**src/rtl/mem_access_unit_if.sv**
```systemverilog
// ============================================================================
// Module  : mem_access_unit_if
// Purpose : req/ack word-RAM bus between the memory access unit and RAM.
// Revision: 1.0  initial release
// ============================================================================
`default_nettype none

interface mem_access_unit_if #(
  parameter int DATA_W = 32,
  parameter int ADDR_W = 9
);
  logic [ADDR_W-1:0] mem_addr;
  logic [DATA_W-1:0] mem_wdata;
  logic              mem_req;
  logic              mem_we;
  logic [DATA_W-1:0] mem_rdata;
  logic              mem_ack;

  modport master (
    output mem_addr, mem_wdata, mem_req, mem_we,
    input  mem_rdata, mem_ack
  );

  modport slave (
    input  mem_addr, mem_wdata, mem_req, mem_we,
    output mem_rdata, mem_ack
  );
endinterface

`default_nettype wire

```
**src/rtl/mem_access_unit.sv**
```systemverilog
// ============================================================================
// Module  : mem_access_unit
// Purpose : MAR/MDR holding stage running req/ack RAM transactions for the bus.
//           Optional feature macro: MEM_TIMEOUT_EN (abort REQ after TIMEOUT cycles).
// Revision: 1.0  initial release
// ============================================================================
`default_nettype none

module mem_access_unit #(
  parameter int DATA_W  = 32,
  parameter int ADDR_W  = 9,
  parameter int TIMEOUT = 15
) (
  input  wire logic              clk,
  input  wire logic              clr,
  input  wire logic [DATA_W-1:0] bus_in,
  input  wire logic              mar_in,
  input  wire logic              mdr_in,
  input  wire logic              rd_req,
  input  wire logic              wr_req,
  output logic      [DATA_W-1:0] mdr_q,
  output logic      [ADDR_W-1:0] mar_q,
  output logic                   busy,
  output logic                   done,
  output logic                   err,
  mem_access_unit_if.master      mem
);

  typedef enum logic [1:0] {
    ST_IDLE = 2'd0,
    ST_REQ  = 2'd1,
    ST_DONE = 2'd2
  } state_t;

  state_t            state_q, state_d;
  logic [ADDR_W-1:0] mar_d;
  logic [DATA_W-1:0] mdr_d;
  logic              mem_req_q, mem_req_d;
  logic              mem_we_q, mem_we_d;
  logic              done_q, done_d;
  logic              err_q, err_d;

  if (TIMEOUT < 1) begin : g_timeout_check
    $error("TIMEOUT must be at least 1");
  end

`ifdef MEM_TIMEOUT_EN
  localparam int CNT_W = $clog2(TIMEOUT + 1);
  localparam logic [CNT_W-1:0] CNT_LAST = CNT_W'(TIMEOUT - 1);
  logic [CNT_W-1:0] cnt_q, cnt_d;
`endif

  always_comb begin
    state_d   = state_q;
    mar_d     = mar_q;
    mdr_d     = mdr_q;
    mem_req_d = mem_req_q;
    mem_we_d  = mem_we_q;
    done_d    = 1'b0;
    err_d     = 1'b0;
`ifdef MEM_TIMEOUT_EN
    cnt_d     = cnt_q;
`endif
    case (state_q)
      ST_REQ: begin
        if (mem.mem_ack) begin
          state_d   = ST_DONE;
          done_d    = 1'b1;
          mem_req_d = 1'b0;
          mem_we_d  = 1'b0;
          if (!mem_we_q) begin
            mdr_d = mem.mem_rdata;
          end
`ifdef MEM_TIMEOUT_EN
        end else if (cnt_q == CNT_LAST) begin
          state_d   = ST_IDLE;
          err_d     = 1'b1;
          mem_req_d = 1'b0;
          mem_we_d  = 1'b0;
        end else begin
          cnt_d = cnt_q + 1'b1;
`endif
        end
      end
      default: begin
        // IDLE and DONE behave alike so a request in the done cycle is taken at once
        state_d = ST_IDLE;
        if (mar_in) begin
          mar_d = bus_in[ADDR_W-1:0];
        end
        if (mdr_in) begin
          mdr_d = bus_in;
        end
        if (rd_req && wr_req) begin
          err_d = 1'b1;
        end else if (rd_req || wr_req) begin
          state_d   = ST_REQ;
          mem_req_d = 1'b1;
          mem_we_d  = wr_req;
`ifdef MEM_TIMEOUT_EN
          cnt_d     = '0;
`endif
        end
      end
    endcase
  end

  always_ff @(posedge clk or negedge clr) begin
    if (!clr) begin
      state_q   <= ST_IDLE;
      mar_q     <= '0;
      mdr_q     <= '0;
      mem_req_q <= 1'b0;
      mem_we_q  <= 1'b0;
      done_q    <= 1'b0;
      err_q     <= 1'b0;
`ifdef MEM_TIMEOUT_EN
      cnt_q     <= '0;
`endif
    end else begin
      state_q   <= state_d;
      mar_q     <= mar_d;
      mdr_q     <= mdr_d;
      mem_req_q <= mem_req_d;
      mem_we_q  <= mem_we_d;
      done_q    <= done_d;
      err_q     <= err_d;
`ifdef MEM_TIMEOUT_EN
      cnt_q     <= cnt_d;
`endif
    end
  end

  assign busy          = (state_q != ST_IDLE);
  assign done          = done_q;
  assign err           = err_q;
  assign mem.mem_addr  = mar_q;
  assign mem.mem_wdata = mdr_q;
  assign mem.mem_req   = mem_req_q;
  assign mem.mem_we    = mem_we_q;

endmodule

`default_nettype wire

```
**src/flat_wrapper.sv**
```systemverilog
// flat-port wrapper written by rule: the top's interface ports become plain ports
module mem_access_unit_flat 
#(
  parameter int DATA_W  = 32,
  parameter int ADDR_W  = 9,
  parameter int TIMEOUT = 15
)
  (clk, clr, bus_in, mar_in, mdr_in, rd_req, wr_req, mdr_q, mar_q, busy, done, err, mem_mem_addr, mem_mem_wdata, mem_mem_req, mem_mem_we, mem_mem_rdata, mem_mem_ack);
  mem_access_unit_if #(.DATA_W(DATA_W), .ADDR_W(ADDR_W)) mem_i ();
  input  wire logic clk;
  input  wire logic clr;
  input  wire logic [DATA_W-1:0] bus_in;
  input  wire logic mar_in;
  input  wire logic mdr_in;
  input  wire logic rd_req;
  input  wire logic wr_req;
  output logic      [DATA_W-1:0] mdr_q;
  output logic      [ADDR_W-1:0] mar_q;
  output logic busy;
  output logic done;
  output logic err;
  output wire logic [$bits(mem_i.mem_addr)-1:0] mem_mem_addr;
  output wire logic [$bits(mem_i.mem_wdata)-1:0] mem_mem_wdata;
  output wire logic [$bits(mem_i.mem_req)-1:0] mem_mem_req;
  output wire logic [$bits(mem_i.mem_we)-1:0] mem_mem_we;
  input wire logic [$bits(mem_i.mem_rdata)-1:0] mem_mem_rdata;
  input wire logic [$bits(mem_i.mem_ack)-1:0] mem_mem_ack;
  assign mem_mem_addr = mem_i.mem_addr;
  assign mem_mem_wdata = mem_i.mem_wdata;
  assign mem_mem_req = mem_i.mem_req;
  assign mem_mem_we = mem_i.mem_we;
  assign mem_i.mem_rdata = mem_mem_rdata;
  assign mem_i.mem_ack = mem_mem_ack;
  mem_access_unit #(.DATA_W(DATA_W), .ADDR_W(ADDR_W), .TIMEOUT(TIMEOUT)) u_core (.clk(clk), .clr(clr), .bus_in(bus_in), .mar_in(mar_in), .mdr_in(mdr_in), .rd_req(rd_req), .wr_req(wr_req), .mdr_q(mdr_q), .mar_q(mar_q), .busy(busy), .done(done), .err(err), .mem(mem_i));
endmodule
```
**config.mk**
```make
export PLATFORM = sky130hd
export DESIGN_NAME = mem_access_unit_flat
export DESIGN_NICKNAME = d
export VERILOG_FILES = /design/src/rtl/mem_access_unit_if.sv /design/src/rtl/mem_access_unit.sv /design/src/flat_wrapper.sv
export SDC_FILE = /design/constraint.sdc
export NUM_CORES = 1
export LEC_CHECK = 0
export ABC_AREA = 1
export CAP_MARGIN = 15
export CORE_MARGIN = 8
export CORE_UTILIZATION = 40
export CTS_CLUSTER_SIZE = 12
export DETAILED_ROUTE_END_ITERATION = 7
export GPL_TIMING_DRIVEN = 0
export PLACE_DENSITY = 0.86
export SYNTH_ARGS = -nofsm -noshare
export SYNTH_HDL_FRONTEND = slang
export SYNTH_SLANG_ARGS = --single-unit
```
**constraint.sdc**
```tcl
create_clock -name clk -period 2.2 [get_ports clk]
set_clock_uncertainty 0.2 [all_clocks]
set_input_delay 0.55 -clock clk [delete_from_list [all_inputs] [get_ports clk]]
set_output_delay 0.55 -clock clk [all_outputs]
set_load 0.02 [all_outputs]
```
==> images/m1.png <==
The bar under the picture is 20 um long.
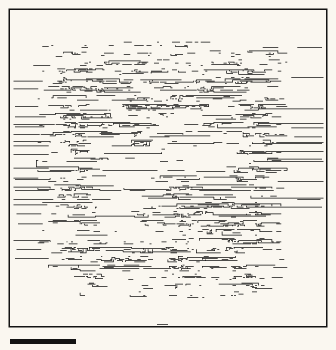
share of all routed wire = 38%
main direction = horizontal
longest straight run = 23.0 um
nets with wire on the layer = 498
wire length on this layer = 3,230 um
final wirelength: 8617 um
overall via count from detail_route: 2,762

==> images/m2.png <==
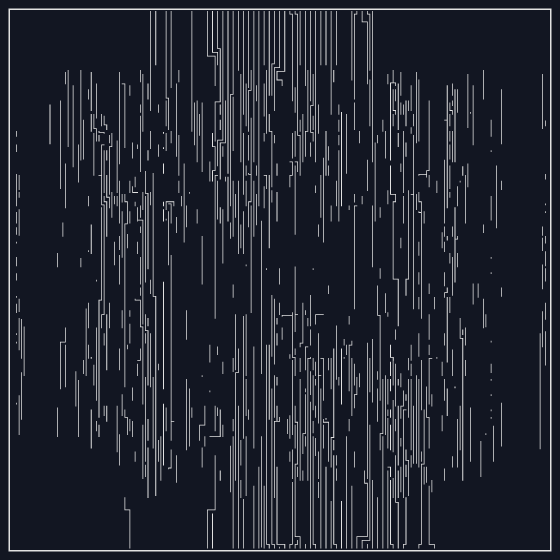
main direction = vertical
share of all routed wire = 51%
fraction of met2 tracks used by global routing: 0.3309

==> results.py <==
# Synthesis and PnR figures
metrics = {
    "sta": {
        "fin_crit_ps": 2151,
        "max_freq_mhz": 464.8,
    },
    "layout": {
        "registers.top_by_ff_count": "u_core.mdr_q",
        "layout.cells.most_common": "sky130_fd_sc_hd__nand2_1",
        "final_layout_top_logic_cells": "sky130_fd_sc_hd__nand2_1, sky130_fd_sc_hd__clkdlybuf4s50_1, sky130_fd_sc_hd__dfrtp_1, sky130_fd_sc_hd__buf_4, sky130_fd_sc_hd__nand3_1",
        "layout_overhead_on_the_synthesized_area_pct": 69.92,
    },
    "global_route": {
        "grt_start_max_net_pins": 25,
    },
    "power": {
        "net-switching-power_mw": 2.730,
        "cellInternalPower_mw": 3.572,
        "sequentialPowerShare": 0.251,
        "ir_worst_vdd_mv": 0.9770,
    },
    "die": {
        "fp_util": 0.4108,
        "design.die.area_um2": 9272,
        "io-pin-count": 158,
        "chipWidth_um": 96.29,
    },
    "worst_setup_path": {
        "kind_of_end_point_of_the_critical_path": "primary output",
        "cp_slowest_stage_delay_ps": 590,
        "setup.reg_to_reg.worst_slack_ps": 620,
        "regToRegEndpoint": "u_core.mdr_q[20]$_DFFE_PN0P_",
        "worstSetupStartpointType": "flip-flop",
        "worst-endpoint-required_ps": 1450,
    },
    "placement": {
        "post-dp-hpwl_um": 6968,
        "port_buffers": 156,
    },
    "yosys": {
        "synth_flops": 47,
        "yosys.area.top_type": "sky130_fd_sc_hd__dfrtp_1",
        "gate_count_of_the_mapped_netlist": 351,
        "yosys.area.top_type_share": 0.4561,
        "synth-simple-area-share": 0.3649,
        "synth_sequential_area_ratio": 0.4561,
    },
    "clock_tree": {
        "insertion_delay_ps": 290,
        "cts-resized-gates": 0,
        "total_cts_buffers": 5,
        "clock_sinks": 47,
        "number_of_hold_repair_buffers_added_at_the_cts_stage": 0,
        "ctsHtreeMaxLevel": 2,
    },
    "detailed_routing": {
        "drt_pre_antenna_iters": 4,
    },
    "status": {
        "outcome": "completed",
    },
    "flow_run": {
        "warnings": 27,
    },
}
==> images/m3.png <==
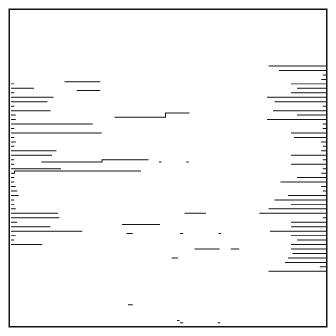
share of all routed wire = 9.2%
wire length on this layer = 789 um
longest straight run = 38.4 um
nets with wire on the layer = 94
main direction = horizontal

==> images/m4.png <==
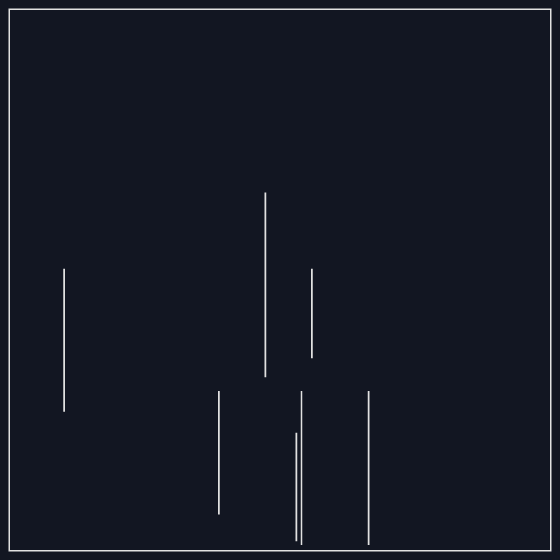
wire length on this layer = 169 um
longest straight run = 32.6 um
main direction = vertical
nets with wire on the layer = 7

-- worst reg2reg max path, delay by kind of cell (launching register included) --
kind	cells	cell delay, ps
AND/OR/NAND/NOR	4	650
flip-flops	1	410
buffers and inverters	2	270
-- layer usage --
| metal | GRT usage | wire length, um | vias up |
|---|---|---|---|
| li1 | - | - | 1366 |
| met1 | 0.1957 | 3231 | 1274 |
| met2 | 0.3309 | 4428 | 107 |
| met3 | 0.06084 | 788 | 15 |
| met4 | 0.06810 | 168 | 0 |
| met5 | 0 | 0 | - |
-- per-stage QoR --
step / hold WS [ps] / area (um^2) / std cells / setup TNS (ps)
finish: 49.70 / 4382 / 592 / 0
global route: 80.08 / 4382 / 592 / 0
global placement: 258.4 / 4237 / 584 / -42700
floorplan: 54.41 / 2579 / 351 / 0
CTS: 58.35 / 4347 / 592 / 0
detailed placement: 284.6 / 4259 / 585 / 0
-- power by group through the flow --
stage / Clock, mW / Combinational, mW / Sequential (mW)
finish: 0.523 / 4.20 / 1.58
global placement: 0 / 4.18 / 1.57
floorplan: 0 / 1.89 / 1.99
global route: 0.571 / 4.53 / 1.64
detailed placement: 0 / 4.27 / 1.60
CTS: 0.533 / 4.28 / 1.59
-- cells in the mapped netlist (all sizes together) --
library cell / instances
inv: 9
nor2: 4
nand4: 1
nand3: 42
nand2: 187
o21ai: 1
clkbuf: 4
ha: 2
dfrtp: 47
buf: 54
-- layout make-up --
class / instances / share of cell area
multi-input cells: 237 / 0.2216
plain buffers: 58 / 0.09081
repair buffers: 157 / 0.3695
inverters: 9 / 0.007710
clock inverters: 1 / 0.001142
clock buffers: 6 / 0.01885
flip-flops and latches: 47 / 0.2684
well taps: 77 / 0.02199
Power figures rest on the tool's default switching activity, not on a simulated workload.
